$ cat src/rtl/sensors_average_pkg.sv
// sensors_average_pkg: shared state encoding, widths and rounding helper for sensors_average.
package sensors_average_pkg;
  typedef enum logic [1:0] {IDLE, ACCUM, DIV, DONE} state_t;
  localparam int SUM_W = 16;
  localparam int CNT_W = 8;
  localparam int DIV_STEPS = 16;
  // Round half up on q + r/n, saturating at 255; zero sensors yields 0.
  function automatic logic [7:0] round_avg(input logic [SUM_W-1:0] q, input logic [SUM_W-1:0] r,
                                           input logic [CNT_W-1:0] n);
    logic [SUM_W:0] t;
    t = {1'b0, q} + (SUM_W+1)'(({1'b0, r} << 1) >= (SUM_W+1)'(n));
    return (n == '0) ? 8'd0 : ((t > (SUM_W+1)'(255)) ? 8'hFF : t[7:0]);
  endfunction
endpackage

$ cat src/rtl/sensors_average_if.sv
// sensors_average_if: start/snapshot inputs and held result outputs of sensors_average.
interface sensors_average_if
  import sensors_average_pkg::*;
#(
  parameter int NR_SENSORS = 8,
  parameter int SENSOR_W = 8
);
  logic                           start_i;
  logic [NR_SENSORS*SENSOR_W-1:0] sensors_data_i;
  logic [NR_SENSORS-1:0]          sensors_en_i;
  logic [SUM_W-1:0]               temp_Q_o;
  logic [SUM_W-1:0]               temp_R_o;
  logic [CNT_W-1:0]               active_sensors_nr_o;
  logic [7:0]                     rounded_o;
  logic                           valid_o;
  logic                           busy_o;
  modport master (
    output start_i, sensors_data_i, sensors_en_i,
    input  temp_Q_o, temp_R_o, active_sensors_nr_o, rounded_o, valid_o, busy_o
  );
  modport slave (
    input  start_i, sensors_data_i, sensors_en_i,
    output temp_Q_o, temp_R_o, active_sensors_nr_o, rounded_o, valid_o, busy_o
  );
endinterface

$ cat src/rtl/sensors_average_serial_divider.sv
// serial_divider: 16-step restoring divider, one quotient bit per cycle MSB first.
// quotient_o/remainder_o carry the step being taken, so they are final while done_o is high.
module serial_divider
  import sensors_average_pkg::*;
(
  input  logic             clk_i,
  input  logic             rst_n_i,
  input  logic             start_i,
  input  logic [SUM_W-1:0] dividend_i,
  input  logic [SUM_W-1:0] divisor_i,
  output logic [SUM_W-1:0] quotient_o,
  output logic [SUM_W-1:0] remainder_o,
  output logic             done_o
);
  logic [SUM_W-1:0] r_quo, r_rem, r_div;
  logic [3:0]       r_cnt;
  logic             r_run;
  logic [SUM_W:0]   w_sh;
  logic             w_ge;
  assign w_sh        = {r_rem, r_quo[SUM_W-1]};
  assign w_ge        = w_sh >= {1'b0, r_div};
  assign quotient_o  = {r_quo[SUM_W-2:0], w_ge};
  assign remainder_o = w_ge ? SUM_W'(w_sh - {1'b0, r_div}) : w_sh[SUM_W-1:0];
  assign done_o      = r_run && (r_cnt == 4'(DIV_STEPS-1));
  always_ff @(posedge clk_i) begin
    if (!rst_n_i) begin
      r_quo <= '0;
      r_rem <= '0;
      r_div <= '0;
      r_cnt <= '0;
      r_run <= 1'b0;
    end else if (start_i) begin
      r_quo <= dividend_i;
      r_rem <= '0;
      r_div <= divisor_i;
      r_cnt <= '0;
      r_run <= 1'b1;
    end else if (r_run) begin
      r_quo <= quotient_o;
      r_rem <= remainder_o;
      r_cnt <= r_cnt + 4'd1;
      r_run <= !done_o;
    end
  end
endmodule

$ cat src/rtl/sensors_average.sv
// sensors_average: snapshot enabled sensors, accumulate one per cycle, then serially divide by the count.
// Optional SENSORS_AVERAGE_ROUND_EN builds the rounded_o output; otherwise rounded_o is tied to 0.
module sensors_average
  import sensors_average_pkg::*;
#(
  parameter int NR_SENSORS = 8,
  parameter int SENSOR_W = 8
)(
  input logic clk_i,
  input logic rst_n_i,
  sensors_average_if.slave bus
);
  localparam int IDX_W = 4;
  state_t                         r_state;
  logic [NR_SENSORS*SENSOR_W-1:0] r_snap_data;
  logic [NR_SENSORS-1:0]          r_snap_en;
  logic [SUM_W-1:0]               r_sum, r_q, r_r;
  logic [CNT_W-1:0]               r_cnt, r_nr;
  logic [IDX_W-1:0]               r_idx;
  logic                           r_valid, r_busy;
  logic [SENSOR_W-1:0]            w_rd;
  logic                           w_on, w_last, w_acc_zero, w_div_start, w_div_done;
  logic [SUM_W-1:0]               w_sum_n, w_div_q, w_div_r;
  logic [CNT_W-1:0]               w_cnt_n;
  assign w_rd        = SENSOR_W'(r_snap_data >> (r_idx * SENSOR_W));
  assign w_on        = 1'(r_snap_en >> r_idx);
  assign w_sum_n     = r_sum + (w_on ? SUM_W'(w_rd) : '0);
  assign w_cnt_n     = r_cnt + CNT_W'(w_on);
  assign w_last      = r_idx == IDX_W'(NR_SENSORS-1);
  assign w_acc_zero  = (r_state == ACCUM) && w_last && (w_cnt_n == '0);
  assign w_div_start = (r_state == ACCUM) && w_last && (w_cnt_n != '0);
  serial_divider u_div (
    .clk_i       (clk_i),
    .rst_n_i     (rst_n_i),
    .start_i     (w_div_start),
    .dividend_i  (w_sum_n),
    .divisor_i   (SUM_W'(w_cnt_n)),
    .quotient_o  (w_div_q),
    .remainder_o (w_div_r),
    .done_o      (w_div_done)
  );
  always_ff @(posedge clk_i) begin
    if (!rst_n_i) begin
      r_state     <= IDLE;
      r_snap_data <= '0;
      r_snap_en   <= '0;
      r_sum       <= '0;
      r_cnt       <= '0;
      r_idx       <= '0;
      r_q         <= '0;
      r_r         <= '0;
      r_nr        <= '0;
      r_valid     <= 1'b0;
      r_busy      <= 1'b0;
    end else begin
      case (r_state)
        IDLE, DONE: if (bus.start_i) begin
          r_snap_data <= bus.sensors_data_i;
          r_snap_en   <= bus.sensors_en_i;
          r_sum       <= '0;
          r_cnt       <= '0;
          r_idx       <= '0;
          r_valid     <= 1'b0;
          r_busy      <= 1'b1;
          r_state     <= ACCUM;
        end
        ACCUM: begin
          r_sum <= w_sum_n;
          r_cnt <= w_cnt_n;
          r_idx <= r_idx + IDX_W'(1);
          if (w_acc_zero) begin
            r_q     <= '0;
            r_r     <= '0;
            r_nr    <= '0;
            r_valid <= 1'b1;
            r_busy  <= 1'b0;
            r_state <= DONE;
          end else if (w_last) begin
            r_state <= DIV;
          end
        end
        DIV: if (w_div_done) begin
          r_q     <= w_div_q;
          r_r     <= w_div_r;
          r_nr    <= r_cnt;
          r_valid <= 1'b1;
          r_busy  <= 1'b0;
          r_state <= DONE;
        end
        default: r_state <= IDLE;
      endcase
    end
  end
`ifdef SENSORS_AVERAGE_ROUND_EN
  logic [7:0] r_rnd;
  always_ff @(posedge clk_i) begin
    if (!rst_n_i || w_acc_zero) r_rnd <= '0;
    else if (r_state == DIV && w_div_done) r_rnd <= round_avg(w_div_q, w_div_r, r_cnt);
  end
  assign bus.rounded_o = r_rnd;
`else
  assign bus.rounded_o = '0;
`endif
  assign bus.temp_Q_o            = r_q;
  assign bus.temp_R_o            = r_r;
  assign bus.active_sensors_nr_o = r_nr;
  assign bus.valid_o             = r_valid;
  assign bus.busy_o              = r_busy;
endmodule
$ cat src/flat_wrapper.sv
// flat-port wrapper written by rule: the top's interface ports become plain ports
module sensors_average_flat import sensors_average_pkg::*;
#(
  parameter int NR_SENSORS = 8,
  parameter int SENSOR_W = 8
)
  (clk_i, rst_n_i, bus_start_i, bus_sensors_data_i, bus_sensors_en_i, bus_temp_Q_o, bus_temp_R_o, bus_active_sensors_nr_o, bus_rounded_o, bus_valid_o, bus_busy_o);
  sensors_average_if #(.NR_SENSORS(NR_SENSORS), .SENSOR_W(SENSOR_W)) bus_i ();
  input logic clk_i;
  input logic rst_n_i;
  input wire logic [$bits(bus_i.start_i)-1:0] bus_start_i;
  input wire logic [$bits(bus_i.sensors_data_i)-1:0] bus_sensors_data_i;
  input wire logic [$bits(bus_i.sensors_en_i)-1:0] bus_sensors_en_i;
  output wire logic [$bits(bus_i.temp_Q_o)-1:0] bus_temp_Q_o;
  output wire logic [$bits(bus_i.temp_R_o)-1:0] bus_temp_R_o;
  output wire logic [$bits(bus_i.active_sensors_nr_o)-1:0] bus_active_sensors_nr_o;
  output wire logic [$bits(bus_i.rounded_o)-1:0] bus_rounded_o;
  output wire logic [$bits(bus_i.valid_o)-1:0] bus_valid_o;
  output wire logic [$bits(bus_i.busy_o)-1:0] bus_busy_o;
  assign bus_i.start_i = bus_start_i;
  assign bus_i.sensors_data_i = bus_sensors_data_i;
  assign bus_i.sensors_en_i = bus_sensors_en_i;
  assign bus_temp_Q_o = bus_i.temp_Q_o;
  assign bus_temp_R_o = bus_i.temp_R_o;
  assign bus_active_sensors_nr_o = bus_i.active_sensors_nr_o;
  assign bus_rounded_o = bus_i.rounded_o;
  assign bus_valid_o = bus_i.valid_o;
  assign bus_busy_o = bus_i.busy_o;
  sensors_average #(.NR_SENSORS(NR_SENSORS), .SENSOR_W(SENSOR_W)) u_core (.clk_i(clk_i), .rst_n_i(rst_n_i), .bus(bus_i));
endmodule
$ cat config.mk
export PLATFORM = sky130hd
export DESIGN_NAME = sensors_average_flat
export DESIGN_NICKNAME = d
export VERILOG_FILES = /design/src/rtl/sensors_average_pkg.sv /design/src/rtl/sensors_average_if.sv /design/src/rtl/sensors_average_serial_divider.sv /design/src/rtl/sensors_average.sv /design/src/flat_wrapper.sv
export SDC_FILE = /design/constraint.sdc
export NUM_CORES = 1
export LEC_CHECK = 0
export CAP_MARGIN = 10
export CORE_MARGIN = 2
export CORE_UTILIZATION = 35
export DETAILED_ROUTE_END_ITERATION = 7
export SYNTH_ARGS = -nofsm -noshare
export SYNTH_HDL_FRONTEND = slang
export SYNTH_SLANG_ARGS = --single-unit
$ cat constraint.sdc
create_clock -name clk_i -period 4.29 [get_ports clk_i]
set_clock_uncertainty 0.2 [all_clocks]
set_input_delay 1.0725 -clock clk_i [delete_from_list [all_inputs] [get_ports clk_i]]
set_output_delay 1.0725 -clock clk_i [all_outputs]
set_load 0.05 [all_outputs]
Figure 1. Floorplan with the power grid.
The bar under the picture is 50 µm long. Pins as bars on the die edge. Tap cells in gray.
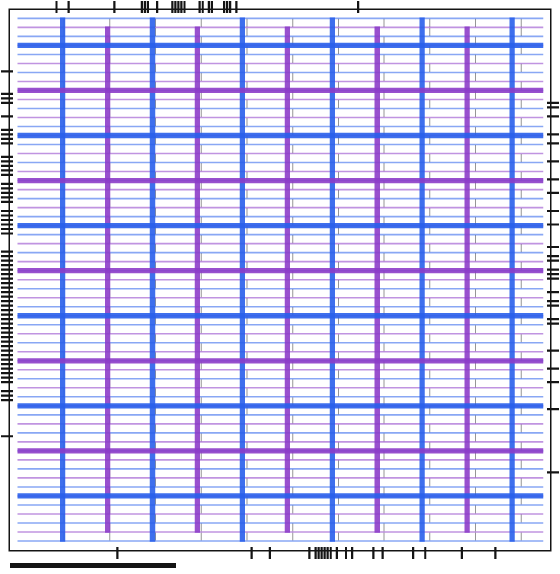
Key: purple = VDD; blue = VSS
59 met1 rails follow the rows. 11 straps on met4.

==> git commit body <==
Log flow metrics for this revision

* Io pins: 125
- During placement, the flow inserted port buffers numbering 116.
- Share of the synthesized area in the top cell type: 0.428
- Dominant non-sequential cell family after synthesis: AND-OR/OR-AND gates
* Power share of the combinational group: 0.261
* Fraction of the yosys area taken by sequential cells: 0.428
* CTS HTree Levels: 4
- The most critical setup path has its startpoint at u_core.r_idx[0].
- Synth warn: 0
* Highest-utilization routing layer at the global route stage: met2
* Wire length of the first global-routing pass: 34.6 mm
* Antenna violations before repair: 0
- Drt drc: 0
* Antenna diode instance count: 0
* Total number of warnings across the stage logs: 28
- Most instantiated logic cells after routing: sky130_fd_sc_hd__dfxtp_1 (188), sky130_fd_sc_hd__nand2_1 (181), sky130_fd_sc_hd__clkdlybuf4s50_1 (116), sky130_fd_sc_hd__a21oi_1 (104), sky130_fd_sc_hd__nor2_1 (74)
- Kind of launch point of the worst setup path: flip-flop
- In the power breakdown, the internal column shows 3160 µW.
* DR vias: 7262
- Of the cells placed in the final design, the portion with a size suffix greater than 1 is 0.0799.
- The design has 189 sequential cells.
* Arrival @ worst endpoint: 4210 ps
- The flow ran to the end, and the final reports show no timing, DRC or antenna violations.
- Synthesis produced a netlist whose cell count is 1003.
* P_leak: 0.00397 µW
* Routability-driven placement congestion ratio: 0.833
- Worst hold path class: reg -> reg
- Checking max transition, the worst relative margin is 0.266.
* Pre-CTS setup slack: 289 ps
- After filler insertion, the fill cell instance count of the layout stands at 2488.
* Post-synthesis chip area from yosys: 0.00885 mm²
* Reg-to-reg setup timing slack: 210 ps
- Ys flop type: sky130_fd_sc_hd__dfxtp_1
* Capturing instance or port of the critical path: u_core.bus.temp_Q_o[14]
- Number of global-route vias before repair: 6693
- Worst-margin pin slew: 1100 ps
- The report shows a maximum critical-path fanout of 20.
- Together, buffers and inverters on the worst path number 1.
- Endpoint of the lowest-slack register-to-register path: u_core.bus.temp_Q_o[14]
- Share of total power in sequential cells: 0.415
* Area grow syn2layout: 22.0%
- Buffers excl. clock: 134
* Share of total power in the clock network: 0.325
* Width of the die: 163 µm
- TritonRoute output was used to compute an average wire per cell of 15.2 µm.
- The layout report lists the non-clock buffer share of cell area as 0.121.
- Final std cell area, no fill: 0.0108 mm²
- Part of the cycle the worst path needs: 0.952
- Number of placed cells counting well taps: 1386
- For reference, the final report shows the hold violation count at 0.
- By count the netlist is led by sky130_fd_sc_hd__dfxtp_1 (189), sky130_fd_sc_hd__nand2_1 (182), sky130_fd_sc_hd__a21oi_1 (105), sky130_fd_sc_hd__nor2_1 (74), sky130_fd_sc_hd__clkbuf_1 (55).
- The power report lists the clock group at 1560 µW.
- Ordered list of cells on the worst path: mux4_2 > mux2i_1 > or2_2 > inv_1 > ha_1 > ha_1 > o21ba_2 > a22oi_1 > nand4_2 > o41ai_4 > a21oi_2 > a22o_1
- Looking at the area split, the leading class of cells is logic gates.
- Utilization after layout: 0.431
* Total Negative Setup Slacks: 0 ps
- Cell Rows: 58
- Per the layout area report, the sequential fraction of cell area is 0.351.
- The cell-mix breakdown from Yosys lists the adder-cell area share as 0.0356.
* Bufs on Longest Clock Path: 2
- Power per standard cell area: 445 mW/mm²
- Total clock buffers created by CTS: 17
* Combinational Area: 0.00463 mm²
- The detailed router used layers up to and including met4.
* Reg clk slew, reported paths: 70 ps
- STA classifies the critical path endpoint as a flip-flop.
* Main area contributors after synthesis: sky130_fd_sc_hd__dfxtp_1 (43%), sky130_fd_sc_hd__nand2_1 (7.7%), sky130_fd_sc_hd__a21oi_1 (5.9%)
* Global routing usage summed across all routing layers: 0.162
- Flip-flop and latch area: 0.00378 mm²
* Final layout net count: 1175
* Flip-flop count of the largest register, all copies and words added: 64
- Mapped Area: 0.00885 mm²
* Power in sequential cells: 1990 µW
* Post-CTS setup buffer count: 0
- In this run the most critical hold path is launched from u_core.r_snap_data[27].
* Inserted tap cell count: 330
- Biggest area consumer among synthesized cells: sky130_fd_sc_hd__dfxtp_1
* Die area: 0.0266 mm²
- CP Depth: 12
* Detailed-routing wirelength on met1: 10.9 mm
* Cell depth of the worst flop-to-flop path: 12
* Fraction of area in clock buffers and inverters: 0.0541
- For the worst setup path, the data required time is 4420 ps.
- Post-CTS repair ended up resizing 0 cells.
- 715 cells are multi-input combinational gates.
- Xor and xnor fraction of the mapped netlist area: 0.0305
- In the finished layout, the clock tree contains a buffer count of 18.
- Post-synth tally of flip-flops with integrated enable: 0
- The synthesized netlist was found by Yosys to have 1003 cells.
- F_max: 0.245 GHz
- Peak VDD IR: 0.000347 V
* Root Driver: sky130_fd_sc_hd__clkbuf_16
- Final std cells w/o fill: 1419
- The switching component of the power was reported as 1650 µW.
- The routed design uses 9.47 mm of met2 wire.
* Worst hold slack after final layout: 253 ps
* Setup Viol. Count Final: 0
- After detailed routing, the total wire length is 21.6 mm.
* DP Area: 0.0102 mm²
- Setup WS post-layout: 206 ps
- Max incr delay on CP: 540 ps
- Grt met3 use: 0.0305
* Top register by number of flip-flops: u_core.r_snap_data
* Vert. Die Dim: 163 µm
* Classification of the worst setup path: reg -> reg
- The post-synth register bit count is 189.
- Metal3 WL: 949 µm
* Floorplan core density: 0.353
- Met2 usage in global routing: 0.247
- Syn_area_per_cell: 8.82 µm²
- Number of distinct standard cells referenced by the synthesized netlist: 66
- Counting flops with an async set or reset pin after synthesis yields a share of 0.
- Worst r2r src: u_core.r_idx[0]
- Across the run, the number of max-cap violations was 0.
* Number of design-rule violations left by the first detailed-router iteration: 438
* Synth top cell by count: sky130_fd_sc_hd__dfxtp_1
- The design draws 4800 µW.
- The total area inside the core boundary comes to 0.0250 mm².
Figure 2. Placement by cell class.
The bar under the picture is 50 µm long.
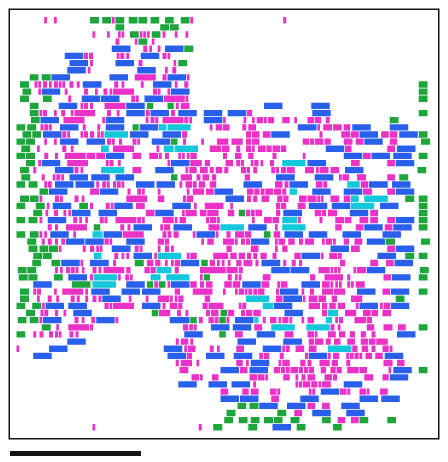
Key: green = other buffers and delay cells [cells 134]; magenta = all other logic [cells 734]; blue = flip-flops [cells 189]; cyan = clock drivers and dummy loads [cells 32]

Power figures rest on the tool's default switching activity, not on a simulated workload.
